File: config.mk
export PLATFORM = sky130hd
export DESIGN_NAME = alu_sequencer
export DESIGN_NICKNAME = d
export VERILOG_FILES = /design/src/rtl/alu_seq_pkg.sv /design/src/rtl/regfile4x4.sv /design/src/rtl/alu_sequencer.sv
export SDC_FILE = /design/constraint.sdc
export NUM_CORES = 1
export LEC_CHECK = 0
export CORE_MARGIN = 2
export CORE_UTILIZATION = 40
export CTS_BUF_LIST = sky130_fd_sc_hd__clkbuf_16
export DETAILED_ROUTE_END_ITERATION = 12
export GPL_TIMING_DRIVEN = 0
export PLACE_DENSITY = 0.68
export SLEW_MARGIN = 15
export SYNTH_ARGS = -nofsm -noshare
export SYNTH_HDL_FRONTEND = slang
export SYNTH_SLANG_ARGS = --single-unit
File: constraint.sdc
create_clock -name Clock -period 1.8 [get_ports Clock]
set_clock_uncertainty 0.05 [all_clocks]
set_input_delay 0.36 -clock Clock [delete_from_list [all_inputs] [get_ports Clock]]
set_output_delay 0.36 -clock Clock [all_outputs]
set_load 0.005 [all_outputs]
File: src/rtl/alu_seq_pkg.sv
// alu_seq_pkg: opcodes, ALU selects and state encoding shared by the ALU sequencer
package alu_seq_pkg;
   localparam logic [2:0] OP_MV  = 3'b000;
   localparam logic [2:0] OP_MVI = 3'b001;
   localparam logic [2:0] OP_ADD = 3'b010;
   localparam logic [2:0] OP_SUB = 3'b011;
   localparam logic [2:0] OP_AND = 3'b100;
   localparam logic [2:0] OP_NOT = 3'b101;
   localparam logic [1:0] SEL_ADD = 2'b00;
   localparam logic [1:0] SEL_SUB = 2'b01;
   localparam logic [1:0] SEL_AND = 2'b10;
   localparam logic [1:0] SEL_NOT = 2'b11;
   localparam logic [1:0] S_IDLE  = 2'd0;
   localparam logic [1:0] S_FETCH = 2'd1;
   localparam logic [1:0] S_EXEC  = 2'd2;
   localparam logic [1:0] S_DONE  = 2'd3;
   function automatic logic [1:0] op_sel(input logic [2:0] op);
      return op == OP_ADD ? SEL_ADD : op == OP_SUB ? SEL_SUB : op == OP_AND ? SEL_AND : SEL_NOT;
   endfunction
endpackage

File: src/rtl/regfile4x4.sv
// regfile4x4: four 4-bit registers, two combinational read ports, one synchronous write port
module regfile4x4 (
   input  logic       clk,
   input  logic       rst,
   input  logic       we,
   input  logic [1:0] wa,
   input  logic [3:0] wd,
   input  logic [1:0] ra_x,
   input  logic [1:0] ra_y,
   output logic [3:0] rd_x,
   output logic [3:0] rd_y
);
   logic [3:0][3:0] r;
   // clear on reset, otherwise write the addressed register when enabled
   always_ff @(posedge clk) begin
      if (rst) r <= '0;
      else if (we) r[wa] <= wd;
   end
   assign rd_x = r[ra_x];
   assign rd_y = r[ra_y];
endmodule

File: src/rtl/alu_sequencer.sv
// alu_sequencer: multi-cycle instruction sequencer driving an external ALU; ALU_SEQ_FLAGS_EN builds the zero flag
module alu_sequencer
   import alu_seq_pkg::*;
(
   input  logic       Clock,
   input  logic       Reset,
   input  logic       Run,
   input  logic [7:0] Instr,
   input  logic [3:0] Din,
   output logic [3:0] AluA,
   output logic [3:0] AluB,
   output logic [1:0] AluS,
   input  logic [3:0] AluF,
   output logic       Busy,
   output logic       Done,
   output logic       Err,
   output logic [3:0] Result,
   output logic       Z
);
   logic [1:0] state;
   logic [2:0] op;
   logic [1:0] rx, ry;
   logic [3:0] din_q, rd_x, rd_y, wd;
   logic       err_q, we, is_alu, is_move, unused_bit;
   assign unused_bit = Instr[4];
   assign is_alu  = op >= OP_ADD && op <= OP_NOT;
   assign is_move = op == OP_MV || op == OP_MVI;
   assign we      = (state == S_FETCH && is_move) || state == S_EXEC;
   assign wd      = state == S_EXEC ? AluF : op == OP_MVI ? din_q : rd_y;
   assign Busy    = state == S_FETCH || state == S_EXEC;
   assign Done    = state == S_DONE;
   assign Err     = Done && err_q;
   regfile4x4 u_rf (
      .clk(Clock), .rst(Reset), .we(we), .wa(rx), .wd(wd),
      .ra_x(rx), .ra_y(ry), .rd_x(rd_x), .rd_y(rd_y)
   );
   // sequence IDLE/DONE -> FETCH -> (EXEC) -> DONE, latching the instruction on accept
   always_ff @(posedge Clock) begin
      if (Reset) begin
         state  <= S_IDLE;
         op     <= '0;
         rx     <= '0;
         ry     <= '0;
         din_q  <= '0;
         err_q  <= 1'b0;
         AluA   <= '0;
         AluB   <= '0;
         AluS   <= '0;
         Result <= '0;
      end else begin
         if (state == S_IDLE || state == S_DONE) begin
            state <= Run ? S_FETCH : S_IDLE;
            if (Run) begin
               op    <= Instr[7:5];
               rx    <= Instr[3:2];
               ry    <= Instr[1:0];
               din_q <= Din;
               err_q <= 1'b0;
            end
         end else if (state == S_FETCH) begin
            state <= is_alu ? S_EXEC : S_DONE;
            err_q <= !is_alu && !is_move;
            if (is_alu) begin
               AluA <= rd_x;
               AluB <= rd_y;
               AluS <= op_sel(op);
            end
         end else state <= S_DONE;
         if (we) Result <= wd;
      end
   end
`ifdef ALU_SEQ_FLAGS_EN
   // zero flag follows every register write
   always_ff @(posedge Clock) begin
      if (Reset) Z <= 1'b0;
      else if (we) Z <= wd == 4'h0;
   end
`else
   assign Z = 1'b0;
`endif
endmodule

==> results_slide.txt <==
Synthesis and Place & Route Summary

CTS
  • Clock net sink count: 44
  • H-tree Lvls: 2
  • Cts hold-fix bufs: 0
  • CTS tree: built
  • CTS max path bufs: 2
  • Clk_lat worst skew: approximately 0.28 ns
  • Reg clk slew, reported paths: ~0.06 ns
  • Post-CTS setup buffer count: 0
  • CTS buffer count: 5

Global route
  • Largest net degree at the start of global routing: 13
  • First-pass GRT wire length: around 7.7 mm
  • Grt met3 use: 4.39%
  • Antenna violations before repair: 0
  • Total grt overflow: 0
  • Vias in the first global route: roughly 1.6k

Power and ir drop
  • Sw Ratio: about 28%
  • Clk pwr share: between 30% and 40%
  • Flop pwr share: a little over two fifths
  • Comb group: 0.554 mW
  • Pint: about 1.8 mW
  • Top power group: registers
  • Clk. pwr: 0.843 mW
  • Power, Total: between 2 and 2.5 mW
  • Seq pwr: ~1.1 mW
  • PwrDens: approximately 1000 nW/um^2

Cells and area
  • # diodes: 0
  • Most numerous logic cell after layout: nand2_1
  • Non-clock buffering overhead: 15.7%
  • Final instance area: roughly 2600 sq um
  • Fillers: roughly 430
  • Largest Register: u_rf.r
  • Combinational gate area: approximately 1100 sq um
  • Non-clk bufs: around 45
  • Max reg flops: 16
  • Most frequent cells in the layout: nand2_1 (60), dfxtp_1 (41), clkdlybuf4s50_1 (32)
  • CLK BUF: 5
  • Register area: about 890 sq um
  • Seq area share: between 30% and 40%
  • Combinational share of cell area: between 40% and 50%
  • Clock-cell share of area: 5.22%

Final timing
  • Final setup fails: 0
  • Max-slew violation count: 0
  • RSZ-0062 raised after global routing: true
  • TNS Setup: 0 ns
  • Crit path time final: 1.72 ns
  • Fmax: roughly 580 MHz
  • Final Hold Vio Count: 0
  • Final worst slack: ~0.08 ns

Worst setup path
  • Buf/Inv on CP: 1
  • Critical path endpoint category: flop
  • Critical Path Start: ry[0]
  • Worst-path cell chain: buf_6 -> mux4_2 -> a221oi_4 -> o21ai_1
  • Req. time, crit path: around 1.9 ns
  • Kind of cell adding the most delay to the critical path: multiplexers
  • CP arrival: 1.83 ns
  • Worst Setup Path Type: flop to flop
  • WP depth: 4
  • Worst reg-to-reg path cell count: 4

Detailed routing
  • Wl on met1: between 2 and 2.5 mm
  • Routed Antenna Nets: 0
  • Metal2 WL: roughly 2 mm
  • Top Metal Used: met4
  • DRC violations left: 0
  • Met3 wire length: a little under 200 um
  • Vias per cell: roughly 5.2

Logic synthesis
  • Top-count cell post-synth: nand2_1
  • Yosys stat cell total: between 200 and 250
  • Flops out of synthesis: roughly 44
  • Number of enable flip-flop cells: 0
  • Mapped Area: about 1900 sq um
  • Cell accounting for the most synthesized area: dfxtp_1
  • Post-Syn Area per Cell: roughly 9 sq um
  • Synth Flop Type: dfxtp_1
  • Register share after synthesis: 45.7%
  • Synth cell count leaders: nand2_1 (60), dfxtp_1 (44), a21oi_1 (22)
  • Ys async rst share: 0%
  • Share of the synthesized area in the top cell type: a little under half

Die
  • FP Util: 41.1%
  • Rows: 25
  • I/O pin total: 37
  • Tapcells: about 54

Run
  • Tool warnings: 33
  • # Max-Cap Violations: 0

Placement
  • IO buf count: 34
  • Post-placement cell area: ~2300 sq um
  • GP Congestion: between 0.7 and 0.8
  • Post-DP HPWL: around 3.2 mm

Hold path
  • Hold EP: AluB[3]
  • HP Start: AluB[3]

Run status
  • Run status: finished clean
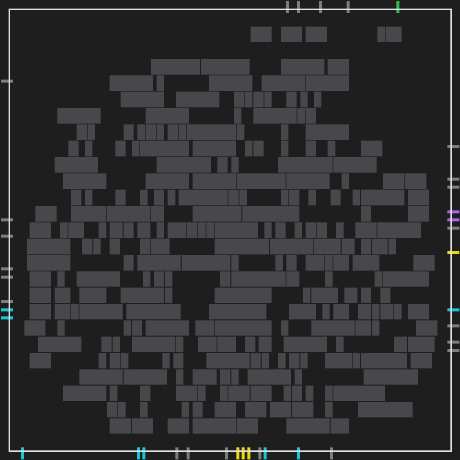
io_placement.png
(6 px per um) Pins as bars across the die edge, other pins in gray.
| port | color | pins | direction | edge |
|---|---|---|---|---|
| Instr | cyan | 8 | input | 5 south, 2 west, 1 east |
| AluS | purple | 2 | output | east |
| Z | green | 1 | output | north |
| AluF | yellow | 4 | input | 3 south, 1 east |
Die X-Extent: 73.4 um
Die H: 73.4 um

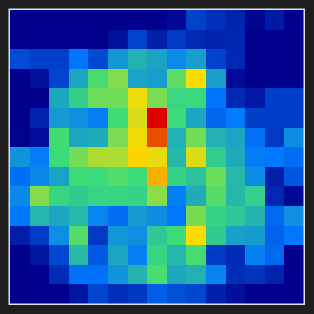
metal_density.png
(4 px per um) The die is cut into 15 by 15 equal tiles; dark blue is low, red is high, scaled to the fullest tile. Values are wire area over tile area, all layers added.
emptiest ninth of the die: north-east
mean over tiles: 0.13
tiles over half the peak: 15%
densest ninth of the die: center
wire length per cell: 13.9 um
final wirelength: 4.31 mm
Vias: 1615
global-route usage over all layers: 18.3%

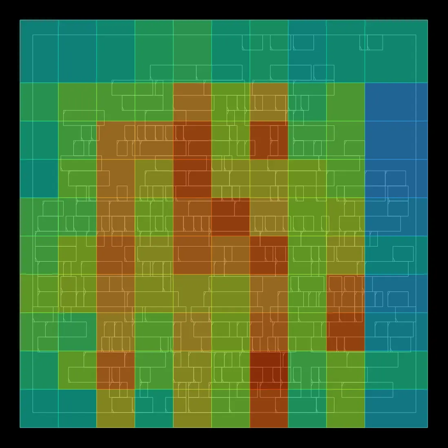
congestion.png
met2 global-route usage: 30.8%
final cell utilization of the core: 54.7%

Power figures rest on the tool's default switching activity, not on a simulated workload.
